==> config.mk <==
export PLATFORM = sky130hd
export DESIGN_NAME = instr_fetch_unit
export DESIGN_NICKNAME = d
export VERILOG_FILES = /design/src/rtl/cpu_pkg.sv /design/src/rtl/instr_fetch_unit_pc_reg.sv /design/src/rtl/instr_fetch_unit.sv
export SDC_FILE = /design/constraint.sdc
export NUM_CORES = 1
export LEC_CHECK = 0
export ABC_CLOCK_PERIOD_IN_PS = 2660
export CORE_ASPECT_RATIO = 0.7
export CORE_MARGIN = 5
export CORE_UTILIZATION = 45
export DETAILED_ROUTE_END_ITERATION = 10
export PLACE_DENSITY = 0.92
export SLEW_MARGIN = 20
export SYNTH_ARGS = -nofsm -noshare
export SYNTH_HDL_FRONTEND = slang
export SYNTH_SLANG_ARGS = --single-unit
==> constraint.sdc <==
create_clock -name clk -period 2.66 [get_ports clk]
set_clock_uncertainty 0.05 [all_clocks]
set_input_delay 0.532 -clock clk [delete_from_list [all_inputs] [get_ports clk]]
set_output_delay 0.532 -clock clk [all_outputs]
set_load 0.01 [all_outputs]
==> src/rtl/cpu_pkg.sv <==
// Shared definitions for the 8-bit CPU: default widths, opcode map,
// instruction-register field positions and the fetch-state encoding.
package cpu_pkg;

  localparam int          DEF_ADDR_W   = 8;
  localparam int          DEF_INSTR_W  = 8;
  localparam logic [7:0]  DEF_RESET_PC = 8'h00;

  localparam logic [3:0] OP_NOP = 4'b0000;
  localparam logic [3:0] OP_ADD = 4'b0001;
  localparam logic [3:0] OP_SUB = 4'b0010;
  localparam logic [3:0] OP_AND = 4'b0011;
  localparam logic [3:0] OP_OR  = 4'b0100;
  localparam logic [3:0] OP_LW  = 4'b1001;
  localparam logic [3:0] OP_SW  = 4'b1010;
  localparam logic [3:0] OP_BEQ = 4'b1100;
  localparam logic [3:0] OP_JMP = 4'b1101;

  // Instruction layout: [7:4] opcode, [3:2] rd, [1:0] rs.
  localparam int OPC_MSB = 7;
  localparam int OPC_LSB = 4;
  localparam int RD_MSB  = 3;
  localparam int RD_LSB  = 2;
  localparam int RS_MSB  = 1;
  localparam int RS_LSB  = 0;

  typedef enum logic {
    FETCH_REQ  = 1'b0,
    FETCH_HOLD = 1'b1
  } fetch_state_t;

endpackage

==> src/rtl/instr_fetch_unit_pc_reg.sv <==
// Program counter: holds the fetch address, advances by one (wrapping) or
// loads a branch target when enabled.
module pc_reg #(
  parameter int               ADDR_W   = 8,
  parameter logic [ADDR_W-1:0] RESET_PC = '0
) (
  input  logic              clk,
  input  logic              rst,
  input  logic              en,
  input  logic              branch_taken,
  input  logic [ADDR_W-1:0] branch_target,
  output logic [ADDR_W-1:0] pc
);

  // NOTE: state registers use non-blocking (<=) so every flop samples
  // pre-edge values; blocking here would create order-dependent races.
  always_ff @(posedge clk) begin
    if (rst) begin
      pc <= RESET_PC;
    end else if (en) begin
      // branch_taken only matters when the PC is actually being written.
      pc <= branch_taken ? branch_target : pc + ADDR_W'(1);
    end
  end

endmodule

==> src/rtl/instr_fetch_unit.sv <==
// Fetch stage: requests the word at pc, buffers it once returned, and loads
// the instruction register on IRWrite from the control FSM.
module instr_fetch_unit
  import cpu_pkg::*;
#(
  parameter int                ADDR_W   = DEF_ADDR_W,
  parameter int                INSTR_W  = DEF_INSTR_W,
  parameter logic [ADDR_W-1:0] RESET_PC = DEF_RESET_PC
) (
  input  logic               clk,
  input  logic               rst,
  input  logic               PCWrite,
  input  logic               IRWrite,
  input  logic               branch_taken,
  input  logic [ADDR_W-1:0]  branch_target,
  output logic               imem_req,
  output logic [ADDR_W-1:0]  imem_addr,
  input  logic [INSTR_W-1:0] imem_rdata,
  input  logic               imem_ready,
  output logic [ADDR_W-1:0]  pc,
  output logic [3:0]         Opcode,
  output logic [1:0]         rd,
  output logic [1:0]         rs,
  output logic               ir_valid,
  output logic               fetch_stall
);

  fetch_state_t       state, next_state;
  logic               buf_load;
  logic               buf_full;
  logic [INSTR_W-1:0] fetch_buf;
  logic [INSTR_W-1:0] ir;

  pc_reg #(
    .ADDR_W   (ADDR_W),
    .RESET_PC (RESET_PC)
  ) u_pc_reg (
    .clk           (clk),
    .rst           (rst),
    .en            (PCWrite),
    .branch_taken  (branch_taken),
    .branch_target (branch_target),
    .pc            (pc)
  );

  assign buf_full  = (state == FETCH_HOLD);
  assign imem_addr = pc;

  always_ff @(posedge clk) begin
    if (rst) state <= FETCH_REQ;
    else     state <= next_state;
  end

  // NOTE: every signal driven here gets a default first, so no path leaves
  // it unassigned and no latch is inferred.
  always_comb begin
    next_state = state;
    buf_load   = 1'b0;
    imem_req   = 1'b0;
    case (state)
      FETCH_REQ: begin
        imem_req = !rst;
        // A PCWrite drops the outstanding request, including a same-cycle ready.
        if (!PCWrite && imem_ready) begin
          next_state = FETCH_HOLD;
          buf_load   = 1'b1;
        end
      end
      FETCH_HOLD: begin
        if (PCWrite) next_state = FETCH_REQ;
      end
      default: next_state = FETCH_REQ;
    endcase
  end

  // NOTE: the data buffer carries no reset; its contents are only consumed
  // while buf_full, which is itself reset.
  always_ff @(posedge clk) begin
    if (buf_load) fetch_buf <= imem_rdata;
  end

  always_ff @(posedge clk) begin
    if (rst) begin
      ir          <= '0;
      ir_valid    <= 1'b0;
      fetch_stall <= 1'b0;
    end else begin
      fetch_stall <= IRWrite && !buf_full;
      if (IRWrite && buf_full) begin
        ir       <= fetch_buf;
        ir_valid <= 1'b1;
      end
    end
  end

  assign Opcode = ir[OPC_MSB:OPC_LSB];
  assign rd     = ir[RD_MSB:RD_LSB];
  assign rs     = ir[RS_MSB:RS_LSB];

endmodule

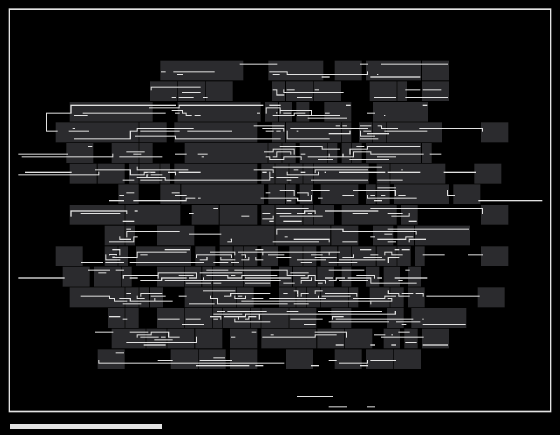
(images/layer_met1.png)
Bar = 20 µm.
share of all routed wire: 42%
main direction: horizontal

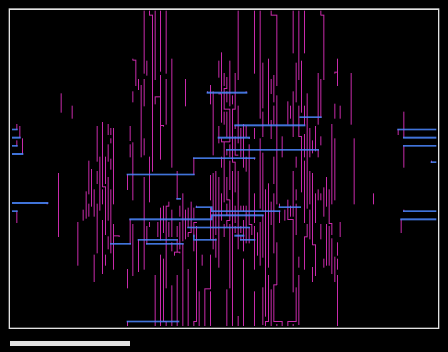
(images/wires.png)
Bar = 20 µm. Two of the layers only.
[metal 3] blue | wire length: 185 µm
[metal 2] magenta | wire length: 1500 µm

==> flow_summary.ini <==
; flow metrics
[status]
outcome = finished, final reports clean

[finish]
fin_area_um2 = 1690
final_cell_mix = clkdlybuf4s50_1 (48), dfxtp_1 (19), nand2_1 (16)
layout.cells.most_common = clkdlybuf4s50_1
seq_area_share_pct = 36.71
logic_area_um2 = 467.9
final_core_util_pct = 68.23
fillers = 197
antenna_cells = 0
final_nets = 192
seq_cells = 27
final-nonclk-buf-share_pct = 30.20
n_clock_buffer = 4
comb_share_pct = 27.68
clock_area_share_pct = 2.665
stdcell_count = 202

[sta]
finalMaxSlewViolations = 0
setup_slack_ns = 0.4115
setup_viol = 0
fin_setup_tns_ns = 0
max_slew_margin_pct = 73.01
min_period_over_period_pct = 84.53
hold_viol_final = 0

[critical_path]
crit_chain = clkdlybuf4s50_1 -> nor2_1 -> clkdlybuf4s50_1
critPathLaunchType = input pin
crit_cells = 3
cp_top_family = buffers and inverters
endpoint = imem_req
cp-end-kind = primary output
ff2ff_setup_slack_ns = 1.20
crit_fanout = 2
crit_type = input pin to primary output
cpPeakStageDelay_ns = 0.56
worstPathArrival_ns = 1.67

[cts]
clkLatencyLatePin_ns = 0.27
clock_tree.root_cell = clkbuf_8
cts_made_buffers = 3
cts_hold_buffers = 0
cts_sinks = 27
post_cts_buffers = 0
cts-htree-levels = 1
clockBufferDepth = 2

[die]
fp.dieW_um = 71.24
core_area_um2 = 2477
taps = 34
fp_util_pct = 47.68
dieHeight_um = 52.87

[min_path]
hp-class = flop to flop
hold_start = ir[5]$_SDFFE_PP0P_
holdPathStages = 2

[yosys]
ys_sh_simple_pct = 21.72
common_cells = dfxtp_1 (19), nand2_1 (16), a21oi_1 (13), nand3_1 (10), o21ai_0 (9)
edf_count = 8
synthArstFlopShare_pct = 0
yosys-stat-cells = 127
fp_nets = 150
top_area_share_pct = 32.20
mux_share_pct = 0.8475
xor_share_pct = 0
synth_cells = 127
ff_type = dfxtp_1
largest_area_cell = dfxtp_1
top_logic_kind = simple AND/OR/NAND/NOR gates
top_cell = dfxtp_1

[placed_design]
gp_congestion = 0.9336
placed_area_um2 = 1645

[drt]
drc_errors = 0
wl_met1_um = 1244
dr.pass1.iters = 5
dr.first_iter.drc_count = 119
met3WireLength_um = 185
dr_wl_met2_um = 1502
wire_per_inst_um = 14.69
ant_nets = 0
vias = 1093
highest_layer = met4

[global_routing]
grt_antenna_before_repair = 0
grtUsageMet3_pct = 3.226
grt_pass1_vias = 962
globalRouteOverflowTotal = 0
grt_max_degree = 21
met1_usage_pct = 20.51

[pwr]
p_clk_w = 0.000225
power_frac_comb_pct = 16.5
ir_drop_uv = 453.1
power.total_w = 0.0008222
p_seq_share_pct = 56.1

[run]
tool_warnings = 26
